--- src/rtl/mem_pkg.sv ---
// Shared definitions for the MEM stage: access-size encodings, FSM states and
// byte-lane geometry helpers derived from the datapath width.
package mem_pkg;

  localparam logic [1:0] SZ_B = 2'd0;
  localparam logic [1:0] SZ_H = 2'd1;
  localparam logic [1:0] SZ_W = 2'd2;
  localparam logic [1:0] SZ_D = 2'd3;

  typedef enum logic {
    ST_IDLE   = 1'b0,
    ST_ACCESS = 1'b1
  } state_t;

  function automatic int calc_nb(input int data_w);
    return data_w / 8;
  endfunction

  function automatic int calc_lb(input int data_w);
    return $clog2(data_w / 8);
  endfunction

  // Byte-offset bits that must be zero for a naturally aligned access of size sz
  function automatic logic [7:0] low_mask(input logic [1:0] sz);
    return 8'((9'd1 << sz) - 9'd1);
  endfunction

endpackage

--- src/rtl/mem_lane_align.sv ---
// Combinational byte-lane logic: byte enables and replicated store data for a
// write, and shift/truncate/extend of read data for a load.
module mem_lane_align
  import mem_pkg::*;
#(
  parameter int DATA_W = 32,
  localparam int NB = calc_nb(DATA_W),
  localparam int LB = calc_lb(DATA_W)
) (
  input  logic [LB-1:0]     addr_lo,
  input  logic [1:0]        size,
  input  logic              is_unsigned,
  input  logic [DATA_W-1:0] st_data,
  input  logic [DATA_W-1:0] ld_raw,
  output logic [NB-1:0]     be,
  output logic [DATA_W-1:0] wdata,
  output logic [DATA_W-1:0] ld_data
);

  localparam int DW_TOP = (DATA_W >= 64) ? 63 : 31;

  logic [1:0]        eff_size;
  logic [LB-1:0]     size_mask;
  logic [LB-1:0]     lane;
  logic [DATA_W-1:0] shifted;
  logic              sign_raw;
  logic              sign;
  int                nbytes;

  // Sizes wider than the datapath are clamped; misaligned offset bits are
  // dropped so the access always sits on its natural boundary.
  always_comb begin
    eff_size = (int'(size) > LB) ? 2'(LB) : size;
    nbytes   = 1 << eff_size;
    for (int b = 0; b < LB; b++) begin
      size_mask[b] = (b < int'(eff_size));
    end
    lane = addr_lo & ~size_mask;

    for (int i = 0; i < NB; i++) begin
      be[i] = (i >= int'(lane)) && (i < int'(lane) + nbytes);
      case (eff_size)
        SZ_B:    wdata[8*i +: 8] = st_data[7:0];
        SZ_H:    wdata[8*i +: 8] = st_data[8*(i % 2) +: 8];
        SZ_W:    wdata[8*i +: 8] = st_data[8*(i % 4) +: 8];
        default: wdata[8*i +: 8] = st_data[8*(i % 8) +: 8];
      endcase
    end

    shifted = ld_raw >> {lane, 3'b000};
    case (eff_size)
      SZ_B:    sign_raw = shifted[7];
      SZ_H:    sign_raw = shifted[15];
      SZ_W:    sign_raw = shifted[31];
      default: sign_raw = shifted[DW_TOP];
    endcase
    sign = sign_raw & ~is_unsigned;

    for (int j = 0; j < DATA_W; j++) begin
      ld_data[j] = (j < 8 * nbytes) ? shifted[j] : sign;
    end
  end

endmodule

--- src/rtl/mem_access_unit.sv ---
// EX->WB memory stage: issues sub-word loads/stores over a req/ack data-memory
// port, stalls EX while an access is outstanding, and registers the WB fields.
// Optional build macro: MEM_MISALIGN_EXC_EN (trap misaligned accesses).
module mem_access_unit
  import mem_pkg::*;
#(
  parameter int DATA_W = 32,
  parameter int ADDR_W = 32,
  parameter int RA_W   = 5,
  localparam int NB = calc_nb(DATA_W),
  localparam int LB = calc_lb(DATA_W)
) (
  input  logic              clk,
  input  logic              rst,

  input  logic              ex_valid,
  output logic              ex_ready,
  input  logic              ex_mem_read,
  input  logic              ex_mem_write,
  input  logic              ex_reg_write,
  input  logic              ex_memto_reg,
  input  logic              ex_branch,
  input  logic              ex_alu_zero,
  input  logic [1:0]        ex_size,
  input  logic              ex_unsigned,
  input  logic [ADDR_W-1:0] ex_pc,
  input  logic [DATA_W-1:0] ex_alu_result,
  input  logic [DATA_W-1:0] ex_rdata2,
  input  logic [RA_W-1:0]   ex_regdst,

  output logic              dm_req,
  output logic              dm_we,
  output logic [ADDR_W-1:0] dm_addr,
  output logic [DATA_W-1:0] dm_wdata,
  output logic [NB-1:0]     dm_be,
  input  logic              dm_ack,
  input  logic [DATA_W-1:0] dm_rdata,

  output logic              wb_valid,
  output logic              wb_reg_write,
  output logic              wb_memto_reg,
  output logic              wb_pcsrc,
  output logic              wb_exc,
  output logic [ADDR_W-1:0] wb_pc,
  output logic [DATA_W-1:0] wb_alu_result,
  output logic [DATA_W-1:0] wb_memdata,
  output logic [RA_W-1:0]   wb_regdst
);

  state_t state, state_next;

  logic accept, issue, complete, trap, mis;

  logic              op_reg_write;
  logic              op_memto_reg;
  logic              op_pcsrc;
  logic [1:0]        op_size;
  logic              op_unsigned;
  logic [ADDR_W-1:0] op_pc;
  logic [DATA_W-1:0] op_alu_result;
  logic [RA_W-1:0]   op_regdst;

  logic [LB-1:0]     al_addr_lo;
  logic [1:0]        al_size;
  logic              al_unsigned;
  logic [NB-1:0]     al_be;
  logic [DATA_W-1:0] al_wdata;
  logic [DATA_W-1:0] al_ld_data;

`ifdef MEM_MISALIGN_EXC_EN
  assign mis = |(ex_alu_result[LB-1:0] & LB'(low_mask(ex_size)));
`else
  assign mis = 1'b0;
`endif

  assign ex_ready = (state == ST_IDLE);

  // One aligner serves both phases: EX inputs while idle (store setup),
  // the latched op while waiting for the ack (load extraction).
  assign al_addr_lo  = (state == ST_IDLE) ? ex_alu_result[LB-1:0] : op_alu_result[LB-1:0];
  assign al_size     = (state == ST_IDLE) ? ex_size : op_size;
  assign al_unsigned = (state == ST_IDLE) ? ex_unsigned : op_unsigned;

  mem_lane_align #(.DATA_W(DATA_W)) u_align (
    .addr_lo     (al_addr_lo),
    .size        (al_size),
    .is_unsigned (al_unsigned),
    .st_data     (ex_rdata2),
    .ld_raw      (dm_rdata),
    .be          (al_be),
    .wdata       (al_wdata),
    .ld_data     (al_ld_data)
  );

  always_ff @(posedge clk) begin
    if (rst) begin
      state <= ST_IDLE;
    end else begin
      state <= state_next;
    end
  end

  always_comb begin
    state_next = state;
    accept     = 1'b0;
    issue      = 1'b0;
    trap       = 1'b0;
    complete   = 1'b0;
    case (state)
      ST_IDLE: begin
        if (ex_valid) begin
          accept = 1'b1;
          if (ex_mem_read || ex_mem_write) begin
            if (mis) begin
              trap = 1'b1;
            end else begin
              issue      = 1'b1;
              state_next = ST_ACCESS;
            end
          end
        end
      end
      ST_ACCESS: begin
        if (dm_ack) begin
          complete   = 1'b1;
          state_next = ST_IDLE;
        end
      end
      default: state_next = ST_IDLE;
    endcase
  end

  // WB fields are cleared every cycle they are not written so that each
  // result, including wb_pcsrc, is visible for exactly one cycle.
  always_ff @(posedge clk) begin
    if (rst) begin
      wb_valid      <= 1'b0;
      wb_reg_write  <= 1'b0;
      wb_memto_reg  <= 1'b0;
      wb_pcsrc      <= 1'b0;
      wb_pc         <= '0;
      wb_alu_result <= '0;
      wb_memdata    <= '0;
      wb_regdst     <= '0;
      dm_req        <= 1'b0;
      dm_we         <= 1'b0;
      dm_addr       <= '0;
      dm_wdata      <= '0;
      dm_be         <= '0;
      op_reg_write  <= 1'b0;
      op_memto_reg  <= 1'b0;
      op_pcsrc      <= 1'b0;
      op_size       <= SZ_B;
      op_unsigned   <= 1'b0;
      op_pc         <= '0;
      op_alu_result <= '0;
      op_regdst     <= '0;
    end else begin
      wb_valid      <= 1'b0;
      wb_reg_write  <= 1'b0;
      wb_memto_reg  <= 1'b0;
      wb_pcsrc      <= 1'b0;
      wb_pc         <= '0;
      wb_alu_result <= '0;
      wb_memdata    <= '0;
      wb_regdst     <= '0;

      if (accept && !issue) begin
        wb_valid      <= 1'b1;
        wb_reg_write  <= ex_reg_write & ~trap;
        wb_memto_reg  <= ex_memto_reg & ~trap;
        wb_pcsrc      <= ex_branch & ex_alu_zero;
        wb_pc         <= ex_pc;
        wb_alu_result <= ex_alu_result;
        wb_regdst     <= ex_regdst;
      end

      if (issue) begin
        op_reg_write  <= ex_reg_write;
        op_memto_reg  <= ex_memto_reg;
        op_pcsrc      <= ex_branch & ex_alu_zero;
        op_size       <= ex_size;
        op_unsigned   <= ex_unsigned;
        op_pc         <= ex_pc;
        op_alu_result <= ex_alu_result;
        op_regdst     <= ex_regdst;
        dm_req        <= 1'b1;
        dm_we         <= ex_mem_write;
        dm_addr       <= {ex_alu_result[ADDR_W-1:LB], LB'(0)};
        dm_wdata      <= al_wdata;
        dm_be         <= al_be;
      end

      if (complete) begin
        wb_valid      <= 1'b1;
        wb_reg_write  <= op_reg_write;
        wb_memto_reg  <= op_memto_reg;
        wb_pcsrc      <= op_pcsrc;
        wb_pc         <= op_pc;
        wb_alu_result <= op_alu_result;
        wb_regdst     <= op_regdst;
        wb_memdata    <= dm_we ? '0 : al_ld_data;
        dm_req        <= 1'b0;
        dm_we         <= 1'b0;
        dm_addr       <= '0;
        dm_wdata      <= '0;
        dm_be         <= '0;
      end
    end
  end

`ifdef MEM_MISALIGN_EXC_EN
  always_ff @(posedge clk) begin
    if (rst) begin
      wb_exc <= 1'b0;
    end else begin
      wb_exc <= trap;
    end
  end
`else
  assign wb_exc = 1'b0;
`endif

endmodule

--- config.mk ---
export PLATFORM = sky130hd
export DESIGN_NAME = mem_access_unit
export DESIGN_NICKNAME = d
export VERILOG_FILES = /design/src/rtl/mem_pkg.sv /design/src/rtl/mem_lane_align.sv /design/src/rtl/mem_access_unit.sv
export SDC_FILE = /design/constraint.sdc
export NUM_CORES = 1
export LEC_CHECK = 0
export CAP_MARGIN = 40
export CORE_ASPECT_RATIO = 1.1
export CORE_UTILIZATION = 44
export DETAILED_ROUTE_END_ITERATION = 12
export PLACE_DENSITY = 0.81
export SLEW_MARGIN = 20
export SYNTH_ARGS = -nofsm -noshare
export SYNTH_HDL_FRONTEND = slang
export SYNTH_SLANG_ARGS = --single-unit
--- constraint.sdc ---
create_clock -name clk -period 3.4 [get_ports clk]
set_clock_uncertainty 0.15 [all_clocks]
set_input_delay 0.68 -clock clk [delete_from_list [all_inputs] [get_ports clk]]
set_output_delay 0.68 -clock clk [all_outputs]
set_load 0.01 [all_outputs]
==> images/clocks.png <==
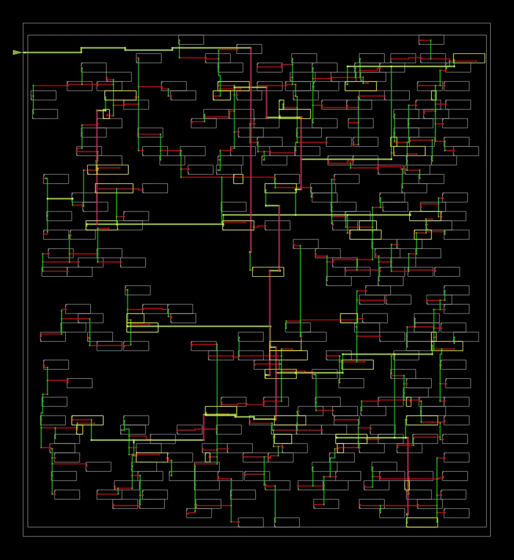
clk_buf instances: 37
clk sink count: 249

==> images/detail.png <==
Window x 9 to 59, y 88 to 138 µm. Cells in gray, sequential cells in the stronger gray; small squares are vias.
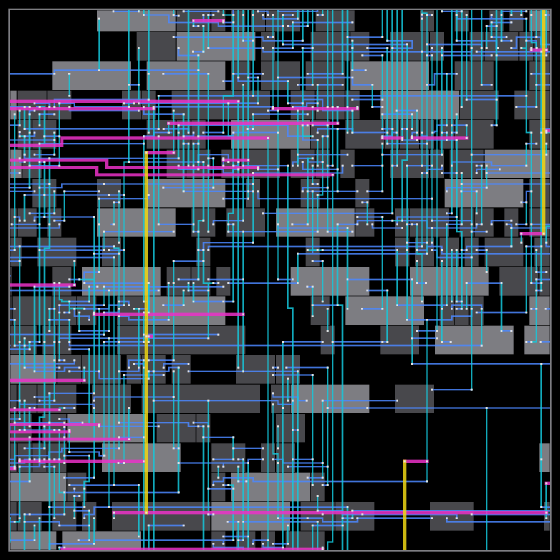
color	layer
blue	metal 1
yellow	metal 4
cyan	metal 2
magenta	metal 3
sequential cells in the window	27
netlist names of flops here include	dm_wdata (25)
most frequent	nand2_1 (48), clkdlybuf4s50_1 (28), dfxtp_1 (27)
cells with their middle in the window	169

==> images/power_grid.png <==
Pins as bars on the die edge.
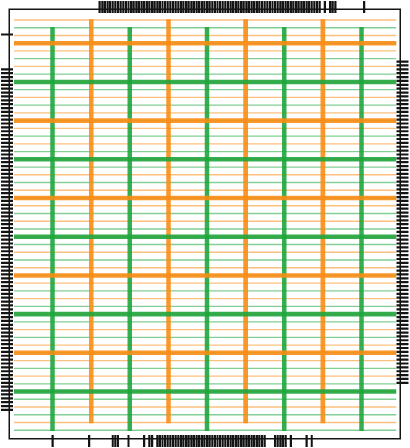
color	net
orange	VDD
green	VSS
met5 straps	10
signal pins	323
die width: 136.9 µm
core area: 0.01936 mm²

==> images/flops_by_reg.png <==
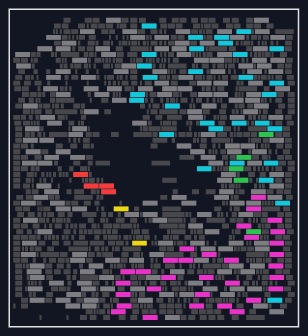
color	netlist name	sequential cells
yellow	op_size	2
red	dm_be	4
green	wb_regdst	5
cyan	dm_addr	30
magenta	wb_pc	32
not colored	176
Layout Utilization: 0.6781
sequential cell area share: 0.3796

==> images/logic_types.png <==
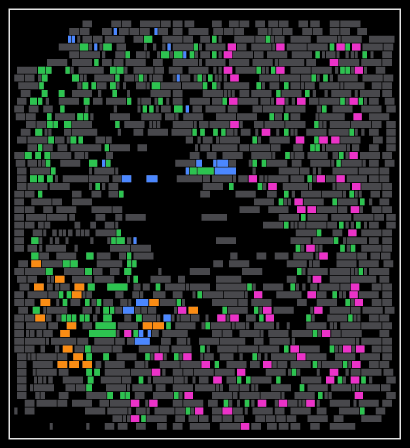
color	family	cells
orange	mux cells	18
blue	nor cells	24
green	aoi and oai cells	209
magenta	non-inverting ao/oa cells	73

critical path: cells and delay by family:
family,cells,cell delay (ns)
compound gates,4,1.07
buf+inv,2,0.80
simple gates,1,0.50
path summary, 6_finish.rpt:
check              startpoint             end
setup / recovery   ex_size[1]  wb_memdata[18]
hold / removal    dm_wdata[1]     dm_wdata[1]
setup reg to reg        state  wb_memdata[18]
hold reg to reg   dm_wdata[1]     dm_wdata[1]
routing by layer:
metal  GRT usage  vias to the layer above  wire length [µm]
met3     0.05926                       63              2306
li1            -                     3912                 -
met1      0.2976                     3868             10160
met2      0.4472                      381             13580
met5           0                        -                 0
met4      0.1055                        0               964
power by group:
group,internal (W),leakage (nW),switching (W)
clock network,0.00164,0.403,0.00110
registers,0.00305,2.03,0.0000697
logic,0.000444,2.61,0.000446
==> results_slide.txt <==
Physical Implementation Snapshot

Final timing
  – Endpoints failing setup: 0
  – Fin Hold WS: a little over 0.3 ns
  – Worst setup margin: ~0.61 ns
  – Max Slew Vio Count: 0

Die
  – Tap cells: 247
  – DIE AREA: around 0.021 mm²

Synth
  – Largest area contributor in the synthesized netlist: dfxtp_1
  – Most common cell in the netlist: nand2_1
  – Mux area share: 0.02060
  – Chip area line of the yosys report: 0.008807 mm²
  – Cell count listed in synth_stat.txt: roughly 950
  – Unique masters post-synth: 51
  – Most used flip-flop cell: dfxtp_1
  – Adders+Majority by Area: 0.002273
  – Synthesized instance count: 954

Outcome
  – Status: completed

Flow run
  – Count of tool warnings: 26

Clock network
  – CTS tree: yes
  – Root Driver: clkbuf_16
  – Post-CTS resize count: 0
  – Longest Clk Path Bufs: 3
  – CTS Buf Count: 25

Final layout
  – Non-filler instance count after layout: roughly 1500
  – FF+latch count: 249
  – Non-Clock Buffer Count: approximately 350
  – Area delta synth->final: 49.08%
  – Logic area: 0.003511 mm²
  – FILL cells: 1533
  – Inverters: 3
  – Largest class: registers
  – Most common logic cells in the final layout: clkdlybuf4s50_1 (318), nand2_1 (255), dfxtp_1 (249)

Power
  – Total power: approximately 0.0067 W
  – VDD IR-drop max: ~0.42 mV

Route
  – Drt first pass iters: 5

Critical path
  – FF-to-FF path depth: 7
  – Crit Path Max Fanout: 16
  – CP Class: in -> reg
  – Critical path, cell by cell: clkdlybuf4s50_1 -> nor4b_2 -> buf_4 -> o21ai_1 -> a211oi_4 -> o2111ai_4 -> o211ai_1

GRT
  – Initial antenna violation count: 1
  – Vias in the first global route: 7869

Placement
  – GPL Wtd Cong: between 0.9 and 1
Power is estimated from default activity; no workload was simulated.
